**config.mk**
```make
export PLATFORM = sky130hd
export DESIGN_NAME = effect_router
export DESIGN_NICKNAME = d
export VERILOG_FILES = /design/src/rtl/effect_router.sv
export SDC_FILE = /design/constraint.sdc
export NUM_CORES = 1
export LEC_CHECK = 0
export ABC_AREA = 1
export CAP_MARGIN = 20
export CORE_ASPECT_RATIO = 1.75
export CORE_MARGIN = 1
export CORE_UTILIZATION = 50
export CTS_CLUSTER_DIAMETER = 100
export DETAILED_ROUTE_END_ITERATION = 16
export PLACE_DENSITY = 0.83
export SYNTH_ARGS = -nofsm -noshare
export SYNTH_HDL_FRONTEND = slang
export SYNTH_SLANG_ARGS = --single-unit
```
**constraint.sdc**
```tcl
create_clock -name clk -period 6.7 [get_ports clk]
set_input_delay 1.005 -clock clk [delete_from_list [all_inputs] [get_ports clk]]
set_output_delay 1.005 -clock clk [all_outputs]
set_load 0.05 [all_outputs]
```
**src/rtl/effect_router.sv**
```systemverilog
// effect_router: passes each stereo sample pair through up to N_EFF parallel
// effect slots (left channel, then right), sums the enabled slot results with
// saturation and presents the processed pair for I2S transmit. An empty slot
// selection bypasses the slots and returns the dry sample.
//
//   state  | meaning
//   -------+-------------------------------------------------------------
//   IDLE   | waiting for a sample strobe; latches dry samples and slot mask
//   SEND_L | offering the left dry sample to the slots
//   WAIT_L | collecting left results from the selected slots
//   SEND_R | offering the right dry sample to the slots
//   WAIT_R | collecting right results from the selected slots
//   MIX    | saturating both channel sums to the effect width
//   OUT    | updating the output registers and pulsing o_sample_valid
module effect_router #(
    parameter int D_WIDTH = 24,
    parameter int M_WIDTH = 16,
    parameter int N_EFF   = 4,
    parameter int TIMEOUT = 255
) (
    input  logic                     clk,
    input  logic                     reset,
    input  logic                     i_sample_strobe,
    input  logic [D_WIDTH-1:0]       i_l_data,
    input  logic [D_WIDTH-1:0]       i_r_data,
    input  logic [N_EFF-1:0]         i_sel,
    output logic [M_WIDTH-1:0]       o_eff_data,
    output logic                     o_eff_chan,
    output logic                     o_eff_valid,
    input  logic                     i_eff_ready,
    input  logic [N_EFF*M_WIDTH-1:0] i_eff_data,
    input  logic [N_EFF-1:0]         i_eff_valid,
    output logic [D_WIDTH-1:0]       o_l_data,
    output logic [D_WIDTH-1:0]       o_r_data,
    output logic                     o_sample_valid,
    output logic                     o_timeout,
    output logic                     o_overrun
);

    // One guard bit beyond the worst-case sum of N_EFF full-scale results.
    localparam int ACC_W = M_WIDTH + $clog2(N_EFF) + 1;
    localparam int CNT_W = $clog2(TIMEOUT + 1);

    typedef enum logic [2:0] {IDLE, SEND_L, WAIT_L, SEND_R, WAIT_R, MIX, OUT} state_t;

    state_t              state_q, state_d;
    logic [M_WIDTH-1:0]  dl_q, dl_d, dr_q, dr_d;
    logic [N_EFF-1:0]    sel_q, sel_d, got_q, got_d;
    logic [ACC_W-1:0]    acc_q, acc_d;
    logic [CNT_W-1:0]    cnt_q, cnt_d;
    logic [ACC_W-1:0]    res_l_q, res_l_d, res_r_q, res_r_d;
    logic [M_WIDTH-1:0]  sat_l_q, sat_l_d, sat_r_q, sat_r_d;
    logic                to_flag_q, to_flag_d;
    logic [D_WIDTH-1:0]  out_l_q, out_l_d, out_r_q, out_r_d;
    logic                valid_q, valid_d, timeout_q, timeout_d, overrun_q, overrun_d;

    logic [N_EFF-1:0]    new_bits, got_sum;
    logic [ACC_W-1:0]    acc_sum;
    logic                wait_done, wait_tmo;

    // The dry path only keeps the top M_WIDTH bits of each input sample.
    logic unused_lsb;
    assign unused_lsb = ^{i_l_data[D_WIDTH-M_WIDTH-1:0], i_r_data[D_WIDTH-M_WIDTH-1:0]};

    function automatic logic [ACC_W-1:0] sext(input logic [M_WIDTH-1:0] v);
        return {{(ACC_W-M_WIDTH){v[M_WIDTH-1]}}, v};
    endfunction

    // Clamp when the bits above the M_WIDTH sign bit disagree with the sum's sign.
    function automatic logic [M_WIDTH-1:0] sat(input logic [ACC_W-1:0] v);
        if (!v[ACC_W-1] && (|v[ACC_W-2:M_WIDTH-1]))
            return {1'b0, {(M_WIDTH-1){1'b1}}};
        else if (v[ACC_W-1] && !(&v[ACC_W-2:M_WIDTH-1]))
            return {1'b1, {(M_WIDTH-1){1'b0}}};
        else
            return v[M_WIDTH-1:0];
    endfunction

    // Accumulate first-arriving results of selected slots; repeats and unselected slots are ignored.
    always_comb begin
        new_bits = i_eff_valid & sel_q & ~got_q;
        got_sum  = got_q | new_bits;
        acc_sum  = acc_q;
        for (int k = 0; k < N_EFF; k++) begin
            if (new_bits[k])
                acc_sum = acc_sum + sext(i_eff_data[k*M_WIDTH +: M_WIDTH]);
        end
        wait_done = (got_sum == sel_q);
        wait_tmo  = (cnt_q == CNT_W'(1));
    end

    // Next-state and output decode for the sample sequencer.
    always_comb begin
        state_d     = state_q;
        dl_d        = dl_q;
        dr_d        = dr_q;
        sel_d       = sel_q;
        got_d       = got_q;
        acc_d       = acc_q;
        cnt_d       = cnt_q;
        res_l_d     = res_l_q;
        res_r_d     = res_r_q;
        sat_l_d     = sat_l_q;
        sat_r_d     = sat_r_q;
        to_flag_d   = to_flag_q;
        out_l_d     = out_l_q;
        out_r_d     = out_r_q;
        valid_d     = 1'b0;
        timeout_d   = 1'b0;
        overrun_d   = i_sample_strobe && (state_q != IDLE);
        o_eff_valid = 1'b0;
        o_eff_data  = '0;
        o_eff_chan  = 1'b0;

        case (state_q)
            IDLE: begin
                if (i_sample_strobe) begin
                    dl_d      = i_l_data[D_WIDTH-1 -: M_WIDTH];
                    dr_d      = i_r_data[D_WIDTH-1 -: M_WIDTH];
                    sel_d     = i_sel;
                    to_flag_d = 1'b0;
                    if (i_sel == '0) begin
                        res_l_d = sext(i_l_data[D_WIDTH-1 -: M_WIDTH]);
                        res_r_d = sext(i_r_data[D_WIDTH-1 -: M_WIDTH]);
                        state_d = MIX;
                    end else begin
                        state_d = SEND_L;
                    end
                end
            end
            SEND_L, SEND_R: begin
                o_eff_valid = 1'b1;
                o_eff_chan  = (state_q == SEND_R);
                o_eff_data  = (state_q == SEND_R) ? dr_q : dl_q;
                if (i_eff_ready) begin
                    got_d   = '0;
                    acc_d   = '0;
                    cnt_d   = CNT_W'(TIMEOUT);
                    state_d = (state_q == SEND_R) ? WAIT_R : WAIT_L;
                end
            end
            WAIT_L, WAIT_R: begin
                got_d = got_sum;
                acc_d = acc_sum;
                cnt_d = cnt_q - CNT_W'(1);
                if (wait_done || wait_tmo) begin
                    if (state_q == WAIT_L) begin
                        res_l_d = wait_done ? acc_sum : sext(dl_q);
                        state_d = SEND_R;
                    end else begin
                        res_r_d = wait_done ? acc_sum : sext(dr_q);
                        state_d = MIX;
                    end
                    if (!wait_done)
                        to_flag_d = 1'b1;
                end
            end
            MIX: begin
                sat_l_d = sat(res_l_q);
                sat_r_d = sat(res_r_q);
                state_d = OUT;
            end
            OUT: begin
                out_l_d   = {sat_l_q, {(D_WIDTH-M_WIDTH){1'b0}}};
                out_r_d   = {sat_r_q, {(D_WIDTH-M_WIDTH){1'b0}}};
                valid_d   = 1'b1;
                timeout_d = to_flag_q;
                state_d   = IDLE;
            end
            default: state_d = IDLE;
        endcase
    end

    // State and datapath registers; reset aborts any sample in flight.
    always_ff @(posedge clk or posedge reset) begin
        if (reset) begin
            state_q   <= IDLE;
            dl_q      <= '0;
            dr_q      <= '0;
            sel_q     <= '0;
            got_q     <= '0;
            acc_q     <= '0;
            cnt_q     <= '0;
            res_l_q   <= '0;
            res_r_q   <= '0;
            sat_l_q   <= '0;
            sat_r_q   <= '0;
            to_flag_q <= 1'b0;
            out_l_q   <= '0;
            out_r_q   <= '0;
            valid_q   <= 1'b0;
            timeout_q <= 1'b0;
            overrun_q <= 1'b0;
        end else begin
            state_q   <= state_d;
            dl_q      <= dl_d;
            dr_q      <= dr_d;
            sel_q     <= sel_d;
            got_q     <= got_d;
            acc_q     <= acc_d;
            cnt_q     <= cnt_d;
            res_l_q   <= res_l_d;
            res_r_q   <= res_r_d;
            sat_l_q   <= sat_l_d;
            sat_r_q   <= sat_r_d;
            to_flag_q <= to_flag_d;
            out_l_q   <= out_l_d;
            out_r_q   <= out_r_d;
            valid_q   <= valid_d;
            timeout_q <= timeout_d;
            overrun_q <= overrun_d;
        end
    end

    assign o_l_data       = out_l_q;
    assign o_r_data       = out_r_q;
    assign o_sample_valid = valid_q;
    assign o_timeout      = timeout_q;
    assign o_overrun      = overrun_q;

endmodule
```
==> impl_metrics.tcl, run 1 <==
# flow metrics
set metrics [dict create \
    synth.cellmix.compoundShare_pct 19.02 \
    critical_path.most_common_cell "sky130_fd_sc_hd__nand2_1" \
    yosys_cells 1787 \
    std_cell_rows 77 \
    cts-buffers-inserted 17 \
    most_common_cell_in_the_netlist "sky130_fd_sc_hd__nand2_1" \
    insertedDiodeCount 0 \
    fin_worst_skew_ns 0.01322 \
    detail_route.wirelength.met1_mm 16.55 \
    yosysChipArea_um2 12790 \
    postCtsResizedCells 134 \
    clkSinkCount 176 \
    enable_flop_cells 0 \
    critPathRequiredTime_ns 7.06 \
    hold_viol_final 0 \
    seq_area_um2 4404 \
    dominantRegCellSynth "sky130_fd_sc_hd__dfrtp_1" \
    max-slew-margin-rel_pct 31.88 \
    path_max_fanout 5 \
    cp-end-kind "register" \
    worstHoldPathType "reg2reg" \
    non_clock_buffers_area_share_pct 20.45 \
    timing.hold.worst_endpoint "o_l_data[23]$_DFFE_PP0P_" \
    crit_path_from "i_eff_data[0]" \
    postLayoutSetupSlackWorst_ns 0.1588 \
    layout.cells.most_common_list "377 x sky130_fd_sc_hd__nand2_1, 291 x sky130_fd_sc_hd__buf_4, 222 x sky130_fd_sc_hd__inv_1" \
    finalWirelength_mm 48.82 \
    postSynth.asyncResetShare_pct 100.0 \
    drv.max_cap_violation_count 0 \
    nonClockInverterCount 257 \
    synth.avg_cell_area_um2 7.155 \
    route.detailed.drc 0 \
    synth.cells.most_frequent "428 x sky130_fd_sc_hd__nand2_1, 239 x sky130_fd_sc_hd__inv_1, 176 x sky130_fd_sc_hd__dfrtp_1" \
    syn-cell-area_um2 12790 \
    global_route.usage.total_pct 36.37 \
    power.net_switching_uw 5725 \
    drt_pre_antenna_iters 6 \
    die_h_um 213.5 \
    n_multi_input_combinational_cell 1300 \
    yosys.area.top_type_share_pct 34.45 \
    worst_setup_path_start_kind "input pin" \
    core_region_area_um2 25150 \
    drt.antenna.violating_nets 0 \
    r2r-end "res_l_q[18]$_DFFE_PP0P_" \
    n_sequential_cell 176 \
    largestClassByArea "combinational gates" \
    dpl_worst_slack_ns -1.197 \
    pg_seq_uw 1860 \
    dpl.cell_count 2474 \
    reg2regPathDepth 43 \
    cts-root-buf "sky130_fd_sc_hd__clkbuf_16" \
    top_achievable_clock_speed_mhz 152.9 \
    topCellsByArea "sky130_fd_sc_hd__dfrtp_1 34%, sky130_fd_sc_hd__nand2_1 13%, sky130_fd_sc_hd__ha_1 7.8%, sky130_fd_sc_hd__inv_1 7.0%, sky130_fd_sc_hd__o21ai_0 4.6%" \
    ys_seq_share_pct 34.45 \
    grt_pass1_vias 14540 \
    syn_inst 1787 \
    sw_frac_of_total_pct 49.56 \
    power.internal_uw 5828 \
    yosys.area_share.simple_pct 25.67 \
    wl_met3_mm 2.920 \
    top_power_group "combinational logic" \
    finish.net_count 2416 \
    place.detailed.hpwl_mm 35.26 \
    worst-endpoint-arrival_ns 6.90 \
    routed-via-count 14490 \
    power.total_uw 11550 \
    routabilityCongestion 1.029 \
    cts_max_level 4 \
    area.growth.synth_to_final_pct 48.01 \
    post_synth_num_cell_types 58 \
    cts_tree "done" \
    finalSetupViolations 0 \
    timing.critical_path.depth 44 \
    filler_cell_count 1756 \
    top_signal_layer_used "met4" \
    hold_buffers 0 \
    grtUsageMet3_pct 5.399 \
    clockNetworkPower_uw 1030 \
    ys_top_logic_family "simple AND/OR/NAND/NOR gates" \
    status "finished, final reports clean" \
    path_clk_slew_ns 0.07 \
    timing.rr.start "acc_q[0]$_DFFE_PP0P_" \
    detailroute.wirelength.met2_mm 24.75 \
    yosysWarningCount 0 \
    final_max_slew_viol_count 0 \
    cpMaxStageDelayCell "sky130_fd_sc_hd__fa_2" \
    fp-utilization_pct 50.85 \
    pwr_density_cell_nw_per_um2 610.5 \
    power.sequential.fraction_pct 16.1 \
    yosys_register_bits 176 \
    first_iter_violations 1123 \
]
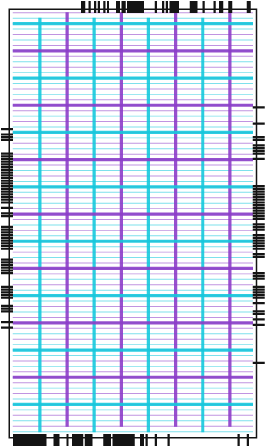
run_1/floorplan.png
Scale: 2 px per µm. Pins as bars on the die edge.
VDD: in purple. VSS: in cyan.
193 signal pins sit on the boundary. 78 met1 rails follow the rows. The core has 77 rows. 15 straps on met5. 8 straps on met4.

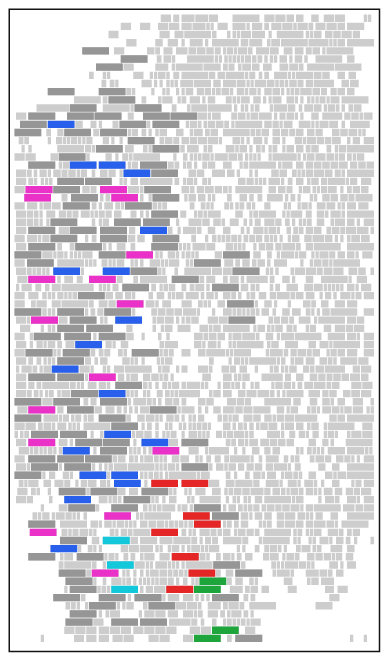
run_1/ff_map.png
Scale: 3 px per µm.
state_q: in cyan, placed flops 3. sel_q: in green, placed flops 4, where bottom middle. dl_q: in magenta, placed flops 16. cnt_q: in red, placed flops 8, where bottom middle. res_l_q: in blue, placed flops 19.

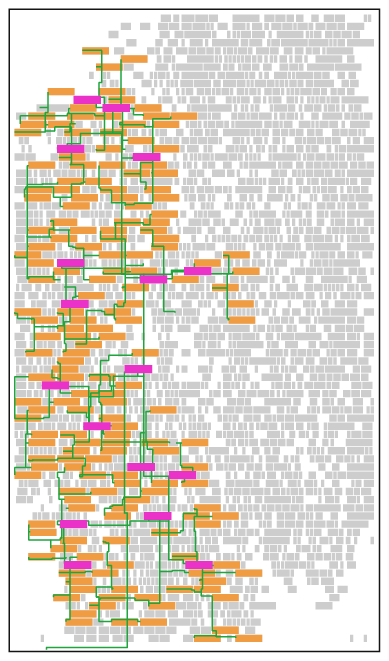
run_1/clock_wires.png
Scale: 3 px per µm.
clock wires: in green, length 2070 µm. flip-flops: in orange, count 176. clock-net drivers: in magenta, count 17.
There are 18 routed clock nets.

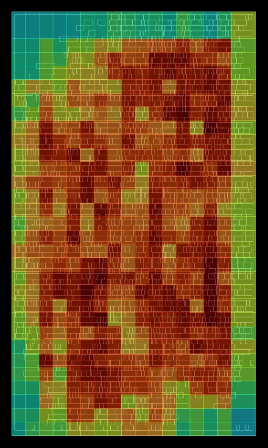
run_1/congestion_map.png
average wire length per cell after detail routing: 19.24 µm
busiest layer in global routing: met2
Layout Utilization: 75.26%
grt met2 use: 63.77%

--- run 2 (diff from run 1) ---
==> constraint.sdc (replaced) <==
create_clock -name clk -period 6.7 [get_ports clk]
set_input_delay 1.005 -clock clk [delete_from_list [all_inputs] [get_ports clk]]
set_output_delay 1.005 -clock clk [all_outputs]
set_load 0.005 [all_outputs]
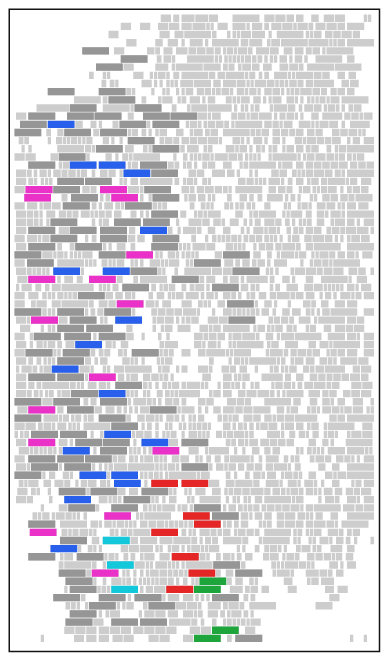
run_2/ff_map.png
Scale: 3 px per µm.
res_l_q: in blue, placed flops 19. dl_q: in magenta, placed flops 16. cnt_q: in red, placed flops 8, where bottom middle. state_q: in cyan, placed flops 3. sel_q: in green, placed flops 4, where bottom middle.

==> impl_metrics.tcl, run 2 <==
# flow metrics
set metrics [dict create \
    status "finished, final reports clean" \
    non_clock_buffers_area_share_pct 20.45 \
    path_clk_slew_ns 0.07 \
    rrSetupSlack_ns 0.40 \
    yosys.area.top_type_share_pct 34.45 \
    layout-drive-gt1-share_pct 28.59 \
    largestClassByArea "combinational gates" \
    grt_busiest_layer "met2" \
    cpMaxStageDelayCell "sky130_fd_sc_hd__fa_2" \
    critical_path.most_common_cell "sky130_fd_sc_hd__nand2_1" \
    dpl.cell_count 2474 \
    hold_buffers 0 \
    grt-ovfl-total 0 \
    finalSetupViolations 0 \
    crit_path_from "i_eff_data[0]" \
    timing.critical_path.depth 44 \
    clock_cell_area_share_pct 3.200 \
    clkSinkCount 176 \
    layout.cells.most_common_list "377 x sky130_fd_sc_hd__nand2_1, 291 x sky130_fd_sc_hd__buf_4, 222 x sky130_fd_sc_hd__inv_1" \
    post-route-period-util_pct 97.63 \
    cp_slowest_stage_delay_ns 0.41 \
    cts_setup_buffers 13 \
    n_sequential_cell 176 \
    critPathTopFamily "simple AND/OR/NAND/NOR gates" \
    grt_pass1_vias 14540 \
    fin_worst_skew_ns 0.01322 \
    power.net_switching_uw 5223 \
    std_cell_rows 77 \
    hold_viol_final 0 \
    power_leakage_uw 0.009215 \
    worst_setup_path_start_kind "input pin" \
    top_achievable_clock_speed_mhz 152.9 \
    grtUsageMet3_pct 5.399 \
    combAreaFraction_pct 45.77 \
    yosys.area_share.simple_pct 25.67 \
    finalInstanceArea_um2 18920 \
    final_max_slew_viol_count 0 \
    worstHoldPathType "reg2reg" \
    fp-utilization_pct 50.85 \
    wl_met3_mm 2.920 \
    yosysWarningCount 0 \
    adder_share_pct 8.455 \
    most_common_cell_in_the_netlist "sky130_fd_sc_hd__nand2_1" \
    insertedDiodeCount 0 \
    global_route.usage.total_pct 36.37 \
    measured_slew_at_the_worst_slew_check_pin_ns 1.019 \
    cts-buffers-inserted 17 \
    reg2regPathDepth 43 \
    cts_max_level 4 \
    cp-end-kind "register" \
    core_region_area_um2 25150 \
    drt_pre_antenna_iters 6 \
    clock_buffers 21 \
    topCellsByArea "sky130_fd_sc_hd__dfrtp_1 34%, sky130_fd_sc_hd__nand2_1 13%, sky130_fd_sc_hd__ha_1 7.8%, sky130_fd_sc_hd__inv_1 7.0%, sky130_fd_sc_hd__o21ai_0 4.6%" \
    finalWirelength_mm 48.82 \
    detail_route.wirelength.met1_mm 16.55 \
    clock_latency_ns 0.45 \
    drv.max_cap_violation_count 0 \
    route.detailed.drc 0 \
    first_iter_violations 1123 \
    finalCoreUtilization_pct 75.26 \
    finish.net_count 2416 \
    power.total_uw 11050 \
    io_pins 193 \
    timing.hold.worst_endpoint "o_l_data[23]$_DFFE_PP0P_" \
    ys_top_logic_family "simple AND/OR/NAND/NOR gates" \
    dominantRegCellSynth "sky130_fd_sc_hd__dfrtp_1" \
    cp.buffers_inverters 4 \
    timing.rr.start "acc_q[0]$_DFFE_PP0P_" \
    top_power_group "combinational logic" \
    routed-via-count 14490 \
    tns_ns 0 \
    postSynth.asyncResetShare_pct 100.0 \
    seq_area_um2 4404 \
    pwr_density_cell_nw_per_um2 583.9 \
    die_h_um 213.5 \
    filler_cell_count 1756 \
    synth.cells.most_frequent "428 x sky130_fd_sc_hd__nand2_1, 239 x sky130_fd_sc_hd__inv_1, 176 x sky130_fd_sc_hd__dfrtp_1" \
    final.signal_buffer_count 456 \
    syn-cell-area_um2 12790 \
    power.internal_uw 5827 \
    synth.avg_cell_area_um2 7.155 \
    path_max_fanout 5 \
    clockNetworkPower_uw 1030 \
    layout_top_cell "sky130_fd_sc_hd__nand2_1" \
    yosysChipArea_um2 12790 \
    sw_frac_of_total_pct 47.27 \
    top_signal_layer_used "met4" \
    place.detailed.hpwl_mm 35.26 \
    detailroute.wirelength.met2_mm 24.75 \
    drt.antenna.violating_nets 0 \
    worst-endpoint-arrival_ns 6.90 \
    max-slew-margin-rel_pct 31.88 \
    route.detailed.wl_per_inst_um 19.24 \
    area.growth.synth_to_final_pct 48.01 \
    syn_inst 1787 \
    r2r-end "res_l_q[18]$_DFFE_PP0P_" \
    postCtsResizedCells 134 \
    enable_flop_cells 0 \
    critPathRequiredTime_ns 7.06 \
    netlist.top_cell.by_area "sky130_fd_sc_hd__dfrtp_1" \
    postLayoutSetupSlackWorst_ns 0.1588 \
    place.port_buffers 160 \
    n_multi_input_combinational_cell 1300 \
    power.sequential.fraction_pct 16.8 \
    tool_warnings 51 \
    grt_max_degree 105 \
    nonClockInverterCount 257 \
    groute.layer.met2.usage_pct 63.77 \
    pg_seq_uw 1860 \
    dpl_worst_slack_ns -1.197 \
    post_synth_num_cell_types 58 \
    die_x_um 122.9 \
    cts_tree "done" \
    synth.cellmix.compoundShare_pct 19.02 \
    yosys_cells 1787 \
    cts-root-buf "sky130_fd_sc_hd__clkbuf_16" \
    grt_pass1_wl_mm 71.90 \
    routabilityCongestion 1.029 \
    ys_seq_share_pct 34.45 \
    yosys_register_bits 176 \
    reg.largest.list "acc_q: 19 flops, res_l_q: 19 flops, res_r_q: 19 flops" \
    final_period_minus_worst_setup_slack_ns 6.541 \
]
run_2/floorplan.png
Scale: 2 px per µm. Pins as bars on the die edge.
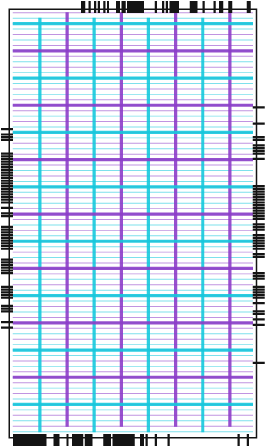

--- run 3 (diff from run 2) ---
- CELL_PAD_IN_SITES_DETAIL_PLACEMENT: not set -> 1
- CELL_PAD_IN_SITES_GLOBAL_PLACEMENT: not set -> 2
- CORE_MARGIN: 1 -> 10
- CORE_UTILIZATION: 50 -> 31
- PLACE_DENSITY: 0.83 -> 0.89
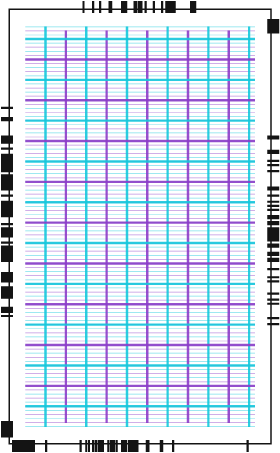
run_3/floorplan.png
Scale: 1.5 px per µm. Pins as bars on the die edge.
VDD: in purple. VSS: in cyan.
19 straps on met5. 193 signal pins sit on the boundary. 11 straps on met4.

==> impl_metrics.tcl, run 3 <==
# flow metrics
set metrics [dict create \
    crit_path_from "i_eff_data[4]" \
    post-route-period-util_pct 98.66 \
    finish.net_count 2445 \
    power.net_switching_uw 5490 \
    path_max_fanout 3 \
    syn_inst 1787 \
    power.total_uw 11500 \
    grtUsageMet3_pct 2.851 \
    status "finished, final reports clean" \
    power.sequential.fraction_pct 16.1 \
    place.port_buffers 160 \
    cp.buffers_inverters 7 \
    timing.hold.worst_endpoint "cnt_q[7]$_DFFE_PP0P_" \
    non_clock_buffers_area_share_pct 20.81 \
    ys_seq_share_pct 34.45 \
    hold_buffers 0 \
    place.detailed.hpwl_mm 45.17 \
    timing.critical_path.depth 44 \
    layout_top_cell "sky130_fd_sc_hd__nand2_1" \
    global_route.usage.total_pct 22.33 \
    postCtsResizedCells 200 \
    measured_slew_at_the_worst_slew_check_pin_ns 1.070 \
    topCellsByArea "sky130_fd_sc_hd__dfrtp_1 34%, sky130_fd_sc_hd__nand2_1 13%, sky130_fd_sc_hd__ha_1 7.8%, sky130_fd_sc_hd__inv_1 7.0%, sky130_fd_sc_hd__o21ai_0 4.6%" \
    tool_warnings 51 \
    grt_pass1_vias 15990 \
    detail_route.wirelength.met1_mm 21.02 \
    sw_frac_of_total_pct 47.74 \
    worst_setup_path_start_kind "input pin" \
    route.detailed.drc 0 \
    yosys_register_bits 176 \
    n_multi_input_combinational_cell 1300 \
    area.growth.synth_to_final_pct 53.10 \
    pg_seq_uw 1850 \
    yosys_cells 1787 \
    hold_viol_final 0 \
    insertedDiodeCount 1 \
    largestClassByArea "combinational gates" \
    clock_latency_ns 0.45 \
    grt_pass1_wl_mm 87.81 \
    critPathRequiredTime_ns 7.08 \
    yosysChipArea_um2 12790 \
    nonClockInverterCount 257 \
    grt_busiest_layer "met2" \
    top_signal_layer_used "met4" \
    cpMaxStageDelayCell "sky130_fd_sc_hd__dlygate4sd2_1" \
    cts_setup_buffers 20 \
    drt_pre_antenna_iters 6 \
    groute.layer.met2.usage_pct 43.11 \
    final_max_slew_viol_count 0 \
    fp-utilization_pct 31.31 \
    synth.avg_cell_area_um2 7.155 \
    clkSinkCount 176 \
    syn-cell-area_um2 12790 \
    core_region_area_um2 40830 \
    routabilityCongestion 0.9620 \
    cts_tree "done" \
    wl_met3_mm 1.967 \
    postSynth.asyncResetShare_pct 100.0 \
    synth.cells.most_frequent "428 x sky130_fd_sc_hd__nand2_1, 239 x sky130_fd_sc_hd__inv_1, 176 x sky130_fd_sc_hd__dfrtp_1" \
    std_cell_rows 98 \
    layout.cells.most_common_list "378 x sky130_fd_sc_hd__nand2_1, 317 x sky130_fd_sc_hd__buf_4, 218 x sky130_fd_sc_hd__inv_1" \
    max-slew-margin-rel_pct 28.47 \
    worst-endpoint-arrival_ns 6.99 \
    pwr_density_cell_nw_per_um2 587.4 \
    final_period_minus_worst_setup_slack_ns 6.610 \
    netlist.top_cell.by_area "sky130_fd_sc_hd__dfrtp_1" \
    combAreaFraction_pct 44.91 \
    rrSetupSlack_ns 0.33 \
    first_iter_violations 718 \
    post_synth_num_cell_types 58 \
    clock_buffers 22 \
    enable_flop_cells 0 \
    critPathTopFamily "simple AND/OR/NAND/NOR gates" \
    detailroute.wirelength.met2_mm 32.01 \
    postLayoutSetupSlackWorst_ns 0.08962 \
    tns_ns 0 \
    cts-root-buf "sky130_fd_sc_hd__clkbuf_16" \
    finalSetupViolations 0 \
    reg2regPathDepth 42 \
    timing.rr.start "acc_q[0]$_DFFE_PP0P_" \
    finalWirelength_mm 58.75 \
    filler_cell_count 5001 \
    die_h_um 288.7 \
    top_power_group "combinational logic" \
    die_x_um 173.5 \
    finalCoreUtilization_pct 47.94 \
    yosys.area_share.simple_pct 25.67 \
    grt-ovfl-total 0 \
    yosysWarningCount 0 \
    worstHoldPathType "reg2reg" \
    n_sequential_cell 176 \
    yosys.area.top_type_share_pct 34.45 \
    grt_max_degree 68 \
]
